[src/rtl/gfx_cmd_seq.sv]
// Byte-serial graphics command sequencer: decodes point/line commands and streams
// Bresenham-generated pixels (one per cycle) under valid/ready backpressure.
module gfx_cmd_seq #(
    parameter int unsigned COORD_W = 8,
    parameter int unsigned COLOR_W = 8
) (
    input  logic               clk,
    input  logic               rst,
    input  logic [7:0]         cmd_data,
    input  logic               cmd_valid,
    output logic               cmd_ready,
    output logic [COORD_W-1:0] pix_x,
    output logic [COORD_W-1:0] pix_y,
    output logic [COLOR_W-1:0] pix_color,
    output logic               pix_valid,
    input  logic               pix_ready,
    output logic               busy,
    output logic               err
);

    localparam int unsigned CB = (COORD_W + 7) / 8;
    localparam int unsigned NB = 4 * CB + 1;
    // One spare bit over the spec minimum keeps 2*e representable without special casing.
    localparam int unsigned SW = COORD_W + 3;
    localparam logic [3:0] LAST_P = 4'(2 * CB);
    localparam logic [3:0] LAST_L = 4'(4 * CB);

    typedef enum logic [1:0] {IDLE, OPER, SETUP, DRAW} state_t;

    state_t                   state;
    logic [8*NB-1:0]          ops;
    logic [3:0]               cnt;
    logic [3:0]               last;
    logic                     is_line;
    logic [COORD_W-1:0]       cur_x, cur_y, end_x, end_y;
    logic [COLOR_W-1:0]       color;
    logic signed [SW-1:0]     dx, dy, e;
    logic                     sx_pos, sy_pos;

    logic [COORD_W-1:0]       op_xs, op_ys, op_xe, op_ye;
    logic [COLOR_W-1:0]       op_col;
    logic signed [SW-1:0]     xs_s, ys_s, xe_s, ye_s, adx, ady;
    logic signed [SW-1:0]     e2, e_next, add_x, add_y;
    logic                     move_x, move_y, at_end;

    // Operand byte layout: xs, ys, [xe, ye,] colour, each coordinate CB bytes LSB first.
    assign op_xs  = ops[0 +: COORD_W];
    assign op_ys  = ops[8*CB +: COORD_W];
    assign op_xe  = is_line ? ops[16*CB +: COORD_W] : op_xs;
    assign op_ye  = is_line ? ops[24*CB +: COORD_W] : op_ys;
    assign op_col = is_line ? ops[32*CB +: COLOR_W] : ops[16*CB +: COLOR_W];

    always_comb begin
        xs_s = signed'(SW'(op_xs));
        ys_s = signed'(SW'(op_ys));
        xe_s = signed'(SW'(op_xe));
        ye_s = signed'(SW'(op_ye));
        adx  = (xe_s >= xs_s) ? xe_s - xs_s : xs_s - xe_s;
        ady  = (ye_s >= ys_s) ? ye_s - ys_s : ys_s - ye_s;
    end

    always_comb begin
        e2     = e <<< 1;
        move_x = (e2 >= dy);
        move_y = (e2 <= dx);
        add_x  = move_x ? dy : '0;
        add_y  = move_y ? dx : '0;
        e_next = e + add_x + add_y;
        at_end = (cur_x == end_x) && (cur_y == end_y);
    end

    always_ff @(posedge clk) begin
        if (rst) begin
            state     <= IDLE;
            ops       <= '0;
            cnt       <= '0;
            last      <= '0;
            is_line   <= 1'b0;
            cur_x     <= '0;
            cur_y     <= '0;
            end_x     <= '0;
            end_y     <= '0;
            color     <= '0;
            dx        <= '0;
            dy        <= '0;
            e         <= '0;
            sx_pos    <= 1'b0;
            sy_pos    <= 1'b0;
            pix_valid <= 1'b0;
            err       <= 1'b0;
        end else begin
            err <= 1'b0;
            case (state)
                IDLE: begin
                    if (cmd_valid) begin
                        cnt <= '0;
                        if (cmd_data == 8'd80) begin
                            is_line <= 1'b0;
                            last    <= LAST_P;
                            state   <= OPER;
                        end else if (cmd_data == 8'd76) begin
                            is_line <= 1'b1;
                            last    <= LAST_L;
                            state   <= OPER;
                        end else begin
                            err <= 1'b1;
                        end
                    end
                end
                OPER: begin
                    if (cmd_valid) begin
                        for (int i = 0; i < int'(NB); i++) begin
                            if (cnt == 4'(i)) ops[8*i +: 8] <= cmd_data;
                        end
                        cnt <= cnt + 4'd1;
                        if (cnt == last) state <= SETUP;
                    end
                end
                SETUP: begin
                    cur_x     <= op_xs;
                    cur_y     <= op_ys;
                    end_x     <= op_xe;
                    end_y     <= op_ye;
                    color     <= op_col;
                    dx        <= adx;
                    dy        <= -ady;
                    e         <= adx - ady;
                    sx_pos    <= (op_xs < op_xe);
                    sy_pos    <= (op_ys < op_ye);
                    pix_valid <= 1'b1;
                    state     <= DRAW;
                end
                DRAW: begin
                    if (pix_ready) begin
                        if (at_end) begin
                            pix_valid <= 1'b0;
                            state     <= IDLE;
                        end else begin
                            if (move_x) cur_x <= sx_pos ? cur_x + COORD_W'(1) : cur_x - COORD_W'(1);
                            if (move_y) cur_y <= sy_pos ? cur_y + COORD_W'(1) : cur_y - COORD_W'(1);
                            e <= e_next;
                        end
                    end
                end
                default: state <= IDLE;
            endcase
        end
    end

    assign pix_x     = cur_x;
    assign pix_y     = cur_y;
    assign pix_color = color;
    assign busy      = (state != IDLE);
    assign cmd_ready = !rst && ((state == IDLE) || (state == OPER));

endmodule

[config.mk]
export PLATFORM = sky130hd
export DESIGN_NAME = gfx_cmd_seq
export DESIGN_NICKNAME = d
export VERILOG_FILES = /design/src/rtl/gfx_cmd_seq.sv
export SDC_FILE = /design/constraint.sdc
export NUM_CORES = 1
export LEC_CHECK = 0
export CORE_MARGIN = 2
export CORE_UTILIZATION = 55
export CTS_CLUSTER_DIAMETER = 120
export DETAILED_ROUTE_END_ITERATION = 6
export PLACE_DENSITY_LB_ADDON = 0.15
export SETUP_SLACK_MARGIN = 0.02
export SKIP_LAST_GASP = 1
export SYNTH_ARGS = -nofsm -noshare
export SYNTH_HDL_FRONTEND = slang
export SYNTH_SLANG_ARGS = --single-unit
[constraint.sdc]
create_clock -name clk -period 7 [get_ports clk]
set_clock_uncertainty 0.15 [all_clocks]
set_input_delay 1.75 -clock clk [delete_from_list [all_inputs] [get_ports clk]]
set_output_delay 1.75 -clock clk [all_outputs]
set_load 0.05 [all_outputs]
==> Changelog: implementation <==
### Metrics

- Power share of the clock group: 27.9%
- Initial DRC count: 414
- Top logic family: AND-OR/OR-AND gates
- Data buffer area share: 4.46%
- Sw Share: 40.3%
- FP Util: 56.4%
- Vias per cell: 5.78
- CP Max Fanout: 25
- Total negative slack: 0 ns
- Flop share of the area: 24.3%
- Synth top cell by count: nor2_1
- Total power: 3.22 mW
- WHS Endpoint: ops[25]
- Seq. pwr: 0.781 mW
- Synth Instances: 1087
- CTS Hold Bufs: 0
- DP Wirelength: 16700 microns
- Cell type with the largest total area: dfxtp_1
- GRT Residual Overflow: 0
- Sw power: 1.30 mW
- Rel. slew slack: 20.2%
- # H-tree levels: 4
- Gate power share: 47.9%
- Final hold vios: 0
- GP Congestion: 0.889
- Worst r2r path cells: 20
- Type of the worst min-delay path: reg2reg
- Worst r2r src: last[2]
- Area Growth Syn to Fin: 11.6%
- DRC violations left: 0
- # IOs: 40
- Core area: 0.0159 sq mm
- Logic share of the area: 59.3%
- Proportion of layout cells with a drive suffix above 1: 5.94%
- Slew Viols, Final: 0
- XOR/XNOR Area Share: 4.97%
- Final WS setup: 1.84 ns
- Yosys simple share: 17.9%
- TritonCTS clock tree: done
- Fa+ha+maj area frac: 16.3%
- CP arrival: 5.29 ns
- # Post-CTS Setup Buffers: 0
- Chip width: 132 microns
- Pwr per Cell Area: 321 mW/mm^2
- Final min period: 5.16 ns
- Avg Cell Area, Syn: 8.27 sq um
- Worst hold start: ops[25]
- Clock root cell: clkbuf_16
- Nonclk buf count: 47
- Placed cells: 1296
- Final Setup Violations: 0
- ANT cells: 0
- R2R Path End: e[8]
- Number of enable flip-flop cells: 0
- CLK BUF: 21
- Yosys Chip Area: 0.00899 sq mm
- Global-route wire length before repair: 37400 microns
- Die area: 0.0174 sq mm
- Clk slew on worst S/H paths: 0.06 ns
- Setup crit end kind: register
- Reg2Reg Setup Slack: 1.84 ns
- Seq pwr share: 24.2%
- Top cells, area: dfxtp_1 27%, ha_1 13%, mux2i_1 7.7%, nor2_1 5.3%, a21oi_1 4.5%
- CTS Buf Count: 17
- First-pass DRT Iterations: 5
- Most frequent cells after synthesis: 128 x nor2_1, 122 x dfxtp_1, 90 x ha_1
- Logic area: 0.00595 sq mm
- Share of the core filled with cells: 62.9%
- WHS: 0.303 ns
- Antenna Violating Nets Remaining: 0
- Int Pwr: 1.93 mW
- Leak pwr: 3.92 nW
- Vias in the first global route: 7293
- Worst Max-Slew Pin Slew: 1.19 ns
- Status: finished, final reports clean
- Clock network area share: 5.92%
- Area-dominant class: combinational gates
- Antenna violations before repair: 0
- Total of warnings raised by yosys: 0
- CP Capture Point: e[8]
- WHS Path Cells: 2
- Post-DP Area: 0.00944 sq mm
- Fraction of registers with async set/reset: 0%
- Nets: 1218
- Final Non-Filler Cells: 1328
- Largest type area fraction: 27.2%
- FF+latch area: 0.00244 sq mm
- Port bufs: 39
- Largest net degree at the start of global routing: 68
- # rows: 46
- P_comb: 1.54 mW
- CP Launch Type: register
- Mux share: 7.68%
- Final instance area: 0.0100 sq mm
- Sink Count: 122
- WP data required: 7.13 ns
- Ys cells: 1087
- Post-placement worst setup slack: 1.89 ns
- Worst-case clock buffer depth: 2
- WS Path Type: reg2reg
- Post-CTS sizing: 0
- Invs w/o clock: 87
- Tool warnings: 48
- Reported max-cap violation count: 0
- P_clk: 0.898 mW
- Synth unique cells: 81
- Registers, synthesis: 122
- Synth Seq Share: 27.2%
- Worst Setup SP: last[2]
- Fillers: 1404
- Max IR drop VDD: 223 uV
- Achievable Freq: 0.194 GHz
- Number of logic gates: 824
- Commonest flop: dfxtp_1
- Die y size: 132 microns
- Tap cells: 216
- Post-synth net total: 1206
- Ao+oa area frac: 19.3%
- Fin crit share: 73.7%
- RSZ-0062 raised after global routing: no
- Synth Cell Area: 0.00899 sq mm
- Top pwr grp: combinational logic
-- cell families (layout without fill, tap and decap cells) --
family,after synthesis,count (layout)
buf+inv,141,166
xor+xnor,51,51
flops,122,122
compound gates,258,258
mux,69,69
simple gates,339,339
fa+ha+maj,107,107
-- registers in the layout (all words and copies together) (netlist names) --
register,flops
sy_pos,1
pix_x,8
end_x,8
ops,40
e,10
pix_valid,1
pix_color,8
dx,9
end_y,8
dy,11
sx_pos,1
last,2
cnt,4
state,2
err,1
pix_y,8
-- worst max-delay path, cell delays in order (launching register included) --
cell      delay [ns]
dfxtp_1         0.34
buf_4           0.43
mux2i_1         0.47
inv_1           0.15
ha_1            0.35
nand2_4         0.08
nor2_1          0.07
a221oi_1        0.84
o211ai_1        0.18
nand2_1         0.20
inv_1           0.11
ha_1            0.31
nor2b_1         0.15
o21ai_0         0.15
nand2b_1        0.10
a21o_1          0.18
a21oi_1         0.21
o21ai_0         0.14
xor2_1          0.15
a22oi_1         0.14
a21oi_1         0.08
-- cell usage in the layout, fill, tap and decap left out, types with 20 or more instances in the layout --
| cell type | netlist | layout |
|---|---|---|
| nor2_1 | 128 | 128 |
| mux2i_1 | 69 | 69 |
| dfxtp_1 | 122 | 122 |
| o21ai_0 | 26 | 26 |
| a21o_1 | 20 | 20 |
| ha_1 | 90 | 89 |
| inv_1 | 85 | 85 |
| nand3_1 | 41 | 41 |
| xnor2_1 | 42 | 42 |
| a211oi_1 | 47 | 47 |
| a21oi_1 | 81 | 81 |
| nor2b_1 | 20 | 20 |
| nand2_1 | 64 | 64 |
| clkdlybuf4s50_1 | 0 | 38 |
-- layer usage --
metal	track usage, %	share of wire (%)	up-vias
met5	0	0	-
met1	35.2	47	3582
li1	-	-	3860
met3	4.96	3.8	54
met2	41.8	45	186
met4	13.8	4.5	0
**M3 wires**

Scale: 4 px per micron.
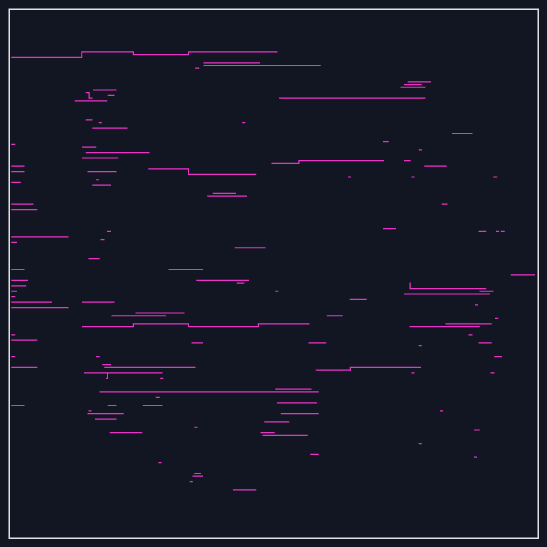
wire length on this layer = 856 microns
nets with wire on the layer = 78
main direction = horizontal
longest straight run = 54.5 microns
share of all routed wire = 3.8%
final wirelength: 22700 microns
met3 Resource Use GR: 4.96%
Via Count: 7682

**Clock wiring as the flow saved it**

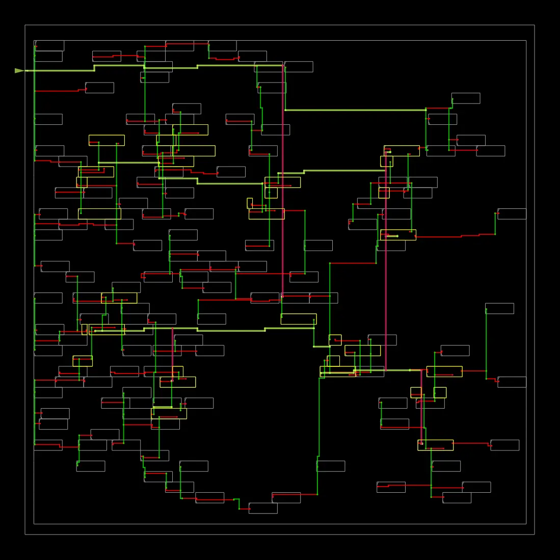
clk_lat worst skew: 0.43 ns
registers: 122

**Signal metal coverage by tile**

Scale: 3 px per micron. 26 x 26 tiles, from black (low) to pale yellow (high), scaled to the fullest tile. Values are wire area over tile area, all layers added.
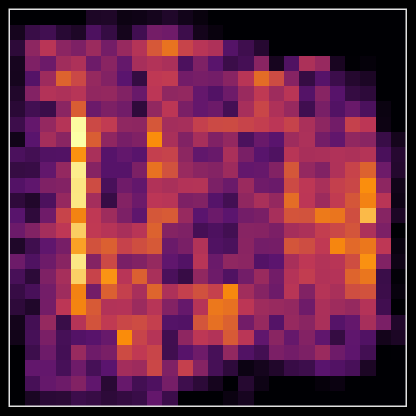
fullest tile = 0.66
tiles over half the peak = 18%
nearly empty tiles = 12%
DR WL/cell: 17.1 microns
total global-route track usage: 26.7%

No activity file was given, so power comes from the tool's default toggle rates.
